Clock distribution:
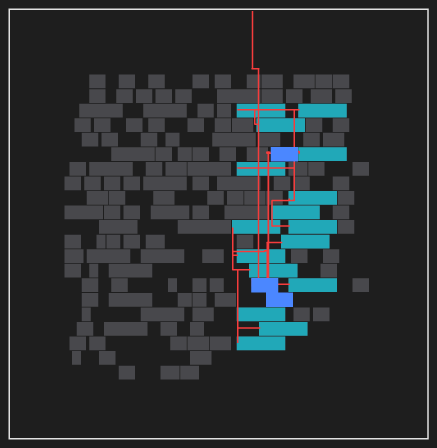
Wiring heat map:
16 x 16 tiles, from dark blue (low) to red (high), scaled to the fullest tile. Values are wire area over tile area, all layers added.
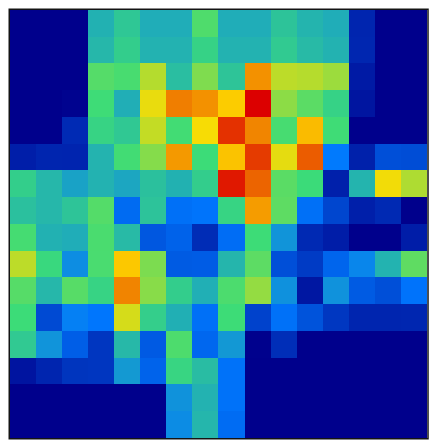
The metal 3 layer:
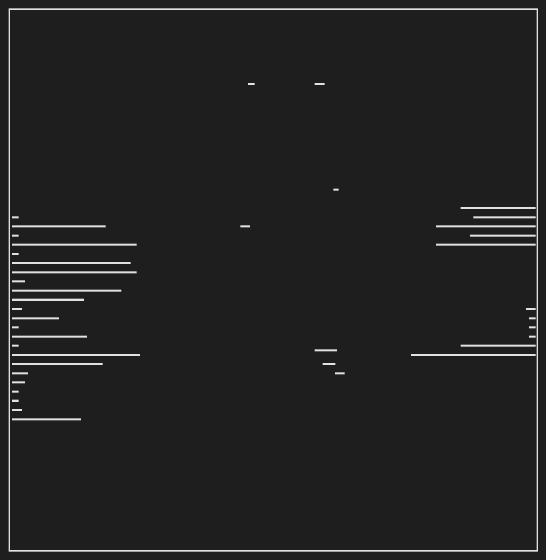
Cell sizes after repair:
Bar = 20 um.
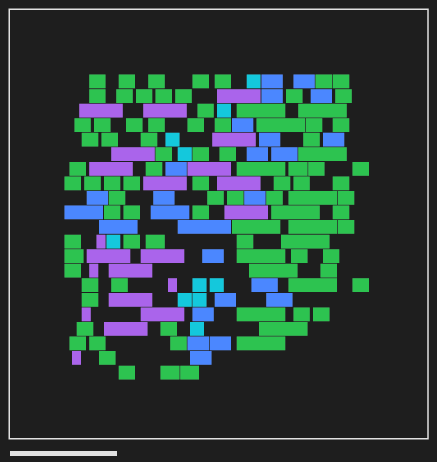
Placement view:
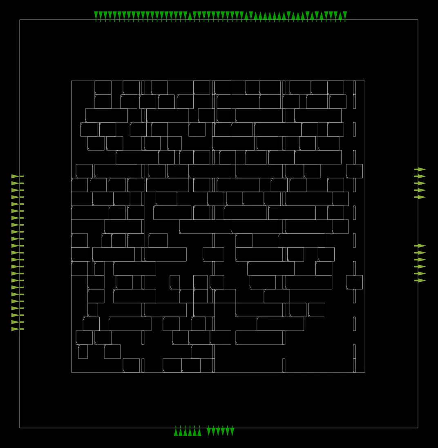
==> config.mk <==
export PLATFORM = sky130hd
export DESIGN_NAME = mux4_input_16bit
export DESIGN_NICKNAME = d
export VERILOG_FILES = /design/src/rtl/datapath_pkg.sv /design/src/rtl/mux2_w.sv /design/src/rtl/mux4_input_16bit.sv
export SDC_FILE = /design/constraint.sdc
export NUM_CORES = 1
export LEC_CHECK = 0
export CORE_AREA = 10 10 68 70
export CTS_BUF_LIST = sky130_fd_sc_hd__clkbuf_8 sky130_fd_sc_hd__clkbuf_16
export CTS_CLUSTER_DIAMETER = 150
export CTS_CLUSTER_SIZE = 20
export DETAILED_ROUTE_END_ITERATION = 7
export DIE_AREA = 0 0 78 80
export GPL_TIMING_DRIVEN = 0
export PLACE_DENSITY = 0.84
export SLEW_MARGIN = 0
export SYNTH_ARGS = -nofsm -noshare
export SYNTH_HDL_FRONTEND = slang
export SYNTH_SLANG_ARGS = --single-unit
==> constraint.sdc <==
create_clock -name CLK -period 1.3 [get_ports CLK]
set_input_delay 0.26 -clock CLK [delete_from_list [all_inputs] [get_ports CLK]]
set_output_delay 0.26 -clock CLK [all_outputs]
set_load 0.02 [all_outputs]
==> src/rtl/datapath_pkg.sv <==
// Shared datapath constants: default data width and the 4:1 select-code
// encodings used by both the control unit and the datapath selectors.
package datapath_pkg;

  localparam int unsigned DATA_WIDTH = 16;
  localparam int unsigned SEL_WIDTH  = 2;

  typedef logic [SEL_WIDTH-1:0]  sel_t;
  typedef logic [DATA_WIDTH-1:0] data_t;

  localparam sel_t SEL_A = 2'b00;
  localparam sel_t SEL_B = 2'b01;
  localparam sel_t SEL_C = 2'b10;
  localparam sel_t SEL_D = 2'b11;

endpackage

==> src/rtl/mux2_w.sv <==
// Generic WIDTH-bit 2:1 selector.
//   sel  : 0 -> in0, 1 -> in1
//   in0  : data input selected when sel=0
//   in1  : data input selected when sel=1
//   y_c  : combinational selected value
module mux2_w
  import datapath_pkg::*;
#(
  parameter int unsigned WIDTH = DATA_WIDTH
) (
  input  logic             sel,
  input  logic [WIDTH-1:0] in0,
  input  logic [WIDTH-1:0] in1,
  output logic [WIDTH-1:0] y_c
);

  // An unknown select drives all-X instead of falling through to an input.
  always_comb begin
    y_c = {WIDTH{1'bx}};
    case (sel)
      1'b0:    y_c = in0;
      1'b1:    y_c = in1;
      default: y_c = {WIDTH{1'bx}};
    endcase
  end

endmodule

==> src/rtl/mux4_input_16bit.sv <==
// Four-way WIDTH-bit datapath selector with a registered copy of the result.
//   CLK   : rising-edge clock, used only by Q
//   RST_N : asynchronous active-low reset, affects only Q
//   A..D  : data inputs selected by S = 00/01/10/11
//   S     : select code (SEL_A..SEL_D)
//   O     : combinational selected value, valid during reset
//   Q     : O registered, one cycle of latency, RESET_VAL under reset
module mux4_input_16bit
  import datapath_pkg::*;
#(
  parameter int unsigned     WIDTH     = DATA_WIDTH,
  parameter logic [WIDTH-1:0] RESET_VAL = '0
) (
  input  logic             CLK,
  input  logic             RST_N,
  input  logic [WIDTH-1:0] A,
  input  logic [WIDTH-1:0] B,
  input  logic [WIDTH-1:0] C,
  input  logic [WIDTH-1:0] D,
  input  logic [1:0]       S,
  output logic [WIDTH-1:0] O,
  output logic [WIDTH-1:0] Q
);

  logic [WIDTH-1:0] ab_c;
  logic [WIDTH-1:0] cd_c;
  logic [WIDTH-1:0] o_c;
  logic [WIDTH-1:0] q_d;
  logic [WIDTH-1:0] q_q;

  // First level: S[0] picks within each pair.
  mux2_w #(.WIDTH(WIDTH)) u_mux_ab (
    .sel (S[0]),
    .in0 (A),
    .in1 (B),
    .y_c (ab_c)
  );

  mux2_w #(.WIDTH(WIDTH)) u_mux_cd (
    .sel (S[0]),
    .in0 (C),
    .in1 (D),
    .y_c (cd_c)
  );

  // Second level: S[1] picks between the pair results.
  mux2_w #(.WIDTH(WIDTH)) u_mux_out (
    .sel (S[1]),
    .in0 (ab_c),
    .in1 (cd_c),
    .y_c (o_c)
  );

  assign O = o_c;

  // Q loads every cycle; no enable.
  always_comb begin
    q_d = o_c;
  end

  always_ff @(posedge CLK or negedge RST_N) begin
    if (!RST_N) begin
      q_q <= RESET_VAL;
    end else begin
      q_q <= q_d;
    end
  end

  assign Q = q_q;

endmodule

==> notes.md <==
flow finished, numbers: post-CTS resize count=197, most numerous cell in the Yosys netlist=sky130_fd_sc_hd__dfrtp_1, unique cell type count in the Yosys netlist=6, HP Class=primary input to asynchronous set/reset pin, Syn Inst Count=36, maximum operating frequency=0.690 GHz, Max-cap violations=0, global-route wire length before repair=6160 um, buffer levels on the longest clock path=2, syn nets=104, top cells, area=sky130_fd_sc_hd__dfrtp_1 49%, sky130_fd_sc_hd__mux4_2 27%, sky130_fd_sc_hd__mux4_1 19%, sky130_fd_sc_hd__buf_12 2.4%, sky130_fd_sc_hd__buf_6 1.4%, number of buffers created by CTS=3, largest fanout on the critical path=5, final instance count without filler cells=195, proportion of power drawn by flip-flops and latches=34.8%, clock network power share=22.0%, horizontal die dimension=78 um, leakage power summed over all cells=0.928 nW, number of nets with antenna violations after detailed routing=0, unrepaired setup endpoints after global routing=true, Congestion Overflow GR=0, number of vias after detailed routing=843, # nets final=219, area overhead of the layout relative to synthesis=134%, area of the synthesized netlist per yosys stat=825 um^2, count of pins on the block boundary=100, top_reg_cell synth=sky130_fd_sc_hd__dfrtp_1, average vias per placed instance=4.32, number of flip-flops in the largest register=16, Worst IR Drop VDD=0.350 mV, Post-Syn Area per Cell=22.9 um^2, number of flops mapped to enable cells by yosys=0, most frequent logic cell in the layout=sky130_fd_sc_hd__dlygate4sd2_1, count of unresolved DRC violations after routing=0, fraction of synthesis flops using an asynchronous set or reset pin=100%, pin count of the biggest net entering global routing=17, Root Buffer=sky130_fd_sc_hd__clkbuf_8, Worst Slack Setup Final=-0.149 ns, Data required, critical path=1.04 ns, fin crit share=111%, internal cell power=1.14 mW, CP arrival=1.19 ns, average routed wire per standard cell=22.0 um, logic gate share of total power=43.2%, TritonCTS clock tree=done, area fraction of the dominant cell type after synthesis=48.6%, Final Hold Violating Endpoints=0, violations in the final reports=negative setup slack, Core Util at FP=25.1%, number of sinks on the clock net=16, number of max-slew violations in the final report=0, met2 layer usage reported by global route=25.6%, tool warnings=29, Cells after DPL=179, hold-fix buffer count after cts=0, Max-slew headroom=55.5%, Switching Share=28.9%, fraction of layout cells with a size suffix above 1=37.6%, fraction of met3 tracks used by global routing=3.27%, buffers inserted by post-CTS timing repair=9, final routed wirelength across all metal layers=4280 um, power per unit of standard cell area=830 mW/mm^2, CTS H-tree depth=1, Crit Path Category=primary input to primary output, global placer's final weighted congestion=0.779, Final Critical Period=1.45 ns, First DRT Iteration DRCs=40, Total Routing Usage GR=13.2%, share of the yosys chip area belonging to registers=48.6%, Antenna Diode Count=0, Cell Area, Placed=0.00186 mm^2, global-route layer with the greatest usage=met2, antenna violations before repair=0, Worst Max-Slew Pin Slew=0.665 ns, via count of the first global-routing pass=1049, routing usage on met1=12.6%, filler instances=309, total design power=1.60 mW, YS warnings=0, Die Y=80 um, HPWL after detailed placement=3740 um, Chip Area=0.00624 mm^2, finished layout cell area=0.00193 mm^2, post-synth design cell area=825 um^2, Fin Setup TNS=-1.89 ns, net switching component of the power=0.463 mW, post-synthesis cell count from yosys=36, Top cells excl fill/tap=72 x sky130_fd_sc_hd__dlygate4sd2_1, 18 x sky130_fd_sc_hd__buf_6, 16 x sky130_fd_sc_hd__dfrtp_1, 16 x sky130_fd_sc_hd__mux4_2, 10 x sky130_fd_sc_hd__buf_4, cell taking the most area after synthesis=sky130_fd_sc_hd__dfrtp_1, leading cell types by count after synthesis=16 x sky130_fd_sc_hd__dfrtp_1, 10 x sky130_fd_sc_hd__mux4_2, 6 x sky130_fd_sc_hd__mux4_1, Port Buffer Count=97, pre-CTS WS=-0.779 ns, tightest hold margin=0.422 ns, Clock Pin Slew Worst Setup and Hold Paths=0.06 ns, FF+latch count, synth=16, capturing element type of the critical path=primary output, run status=complete, but fails checks, number of optimization iterations in the first detailed-route pass=2, launching element type of the critical path=primary input, number of setup violations in the final report=16
Notes on 'clock distribution' above:
Key: clock-net drivers = blue [count 3]; flip-flops = cyan [count 16]; clock wires = red [length 200 um]
There are 4 routed clock nets.

Notes on 'wiring heat map' above:
26% of the tiles are nearly empty. 23% of the tiles are over half the peak. The mean over all tiles is 0.11. The densest ninth of the die: north. The fullest tile reaches 0.36.

Notes on 'the metal 3 layer' above:
The longest straight run is 18.6 um. The layer holds 6.2% of the routed length. The layer carries 264 um of wire. 37 nets have wire on it. The wires run mostly horizontal.

Notes on 'cell sizes after repair' above:
Key: x6 and larger = blue [cells 25, share 17%, most used buf_6]; x1 and smaller = green [cells 93, share 62%, most used dlygate4sd2_1]; x2 = purple [cells 21, share 14%, most used mux4_2]; x3 and x4 = cyan [cells 10, share 6.7%, most used buf_4]

Notes on 'placement view' above:
std cell rows: 21
final design utilization: 58.8%
Core Region: 0.00328 mm^2

final cells by class:
type | count | area (um^2) | area share, %
multi-input combinational | 16 | 360 | 18.7
buffer | 4 | 56.3 | 2.92
sequential | 16 | 400 | 20.7
clock buffer | 3 | 41.3 | 2.14
timing repair buffer | 110 | 1010 | 52.6
tap | 46 | 57.6 | 2.98
worst max-delay path, cell delays in order:
cell	delay (ns)
sky130_fd_sc_hd__buf_12	0.10
sky130_fd_sc_hd__buf_12	0.12
sky130_fd_sc_hd__mux4_2	0.54
sky130_fd_sc_hd__buf_6	0.16
worst max path at each step:
stage	slack (ns)	to	start	cells after the start
final	-0.15	O[6]	S[0]	4
after global routing	-0.17	O[11]	S[0]	4
after CTS	-0.16	O[6]	S[0]	4
after detailed placement	-0.78	O[2]	B[2]	3
after global placement	-0.76	O[1]	C[1]	3
after floorplan	-0.03	O[10]	S[0]	3
power groups by stage:
stage / Sequential, mW / Combinational (mW) / Clock, mW
5_1_grt: 0.564 / 0.730 / 0.369
6_report: 0.558 / 0.692 / 0.352
3_5_place_dp: 0.571 / 0.714 / 0
4_1_cts: 0.560 / 0.689 / 0.361
3_3_place_gp: 0.569 / 0.704 / 0
2_1_floorplan: 0.638 / 0.199 / 0
logic make-up (layout without fill, tap and decap cells):
logic type | after synthesis | in the layout | share of synthesized area, %
muxes | 16 | 16 | 46.4
DFF | 16 | 16 | 48.6
buffers and inverters | 4 | 117 | 5.01
per-layer routing:
| layer | vias to the layer above | wire length [um] |
|---|---|---|
| met3 | 7 | 264 |
| li1 | 380 | - |
| met5 | - | 0 |
| met4 | 0 | 89 |
| met2 | 41 | 2540 |
| met1 | 415 | 1390 |
Power is estimated from default activity; no workload was simulated.
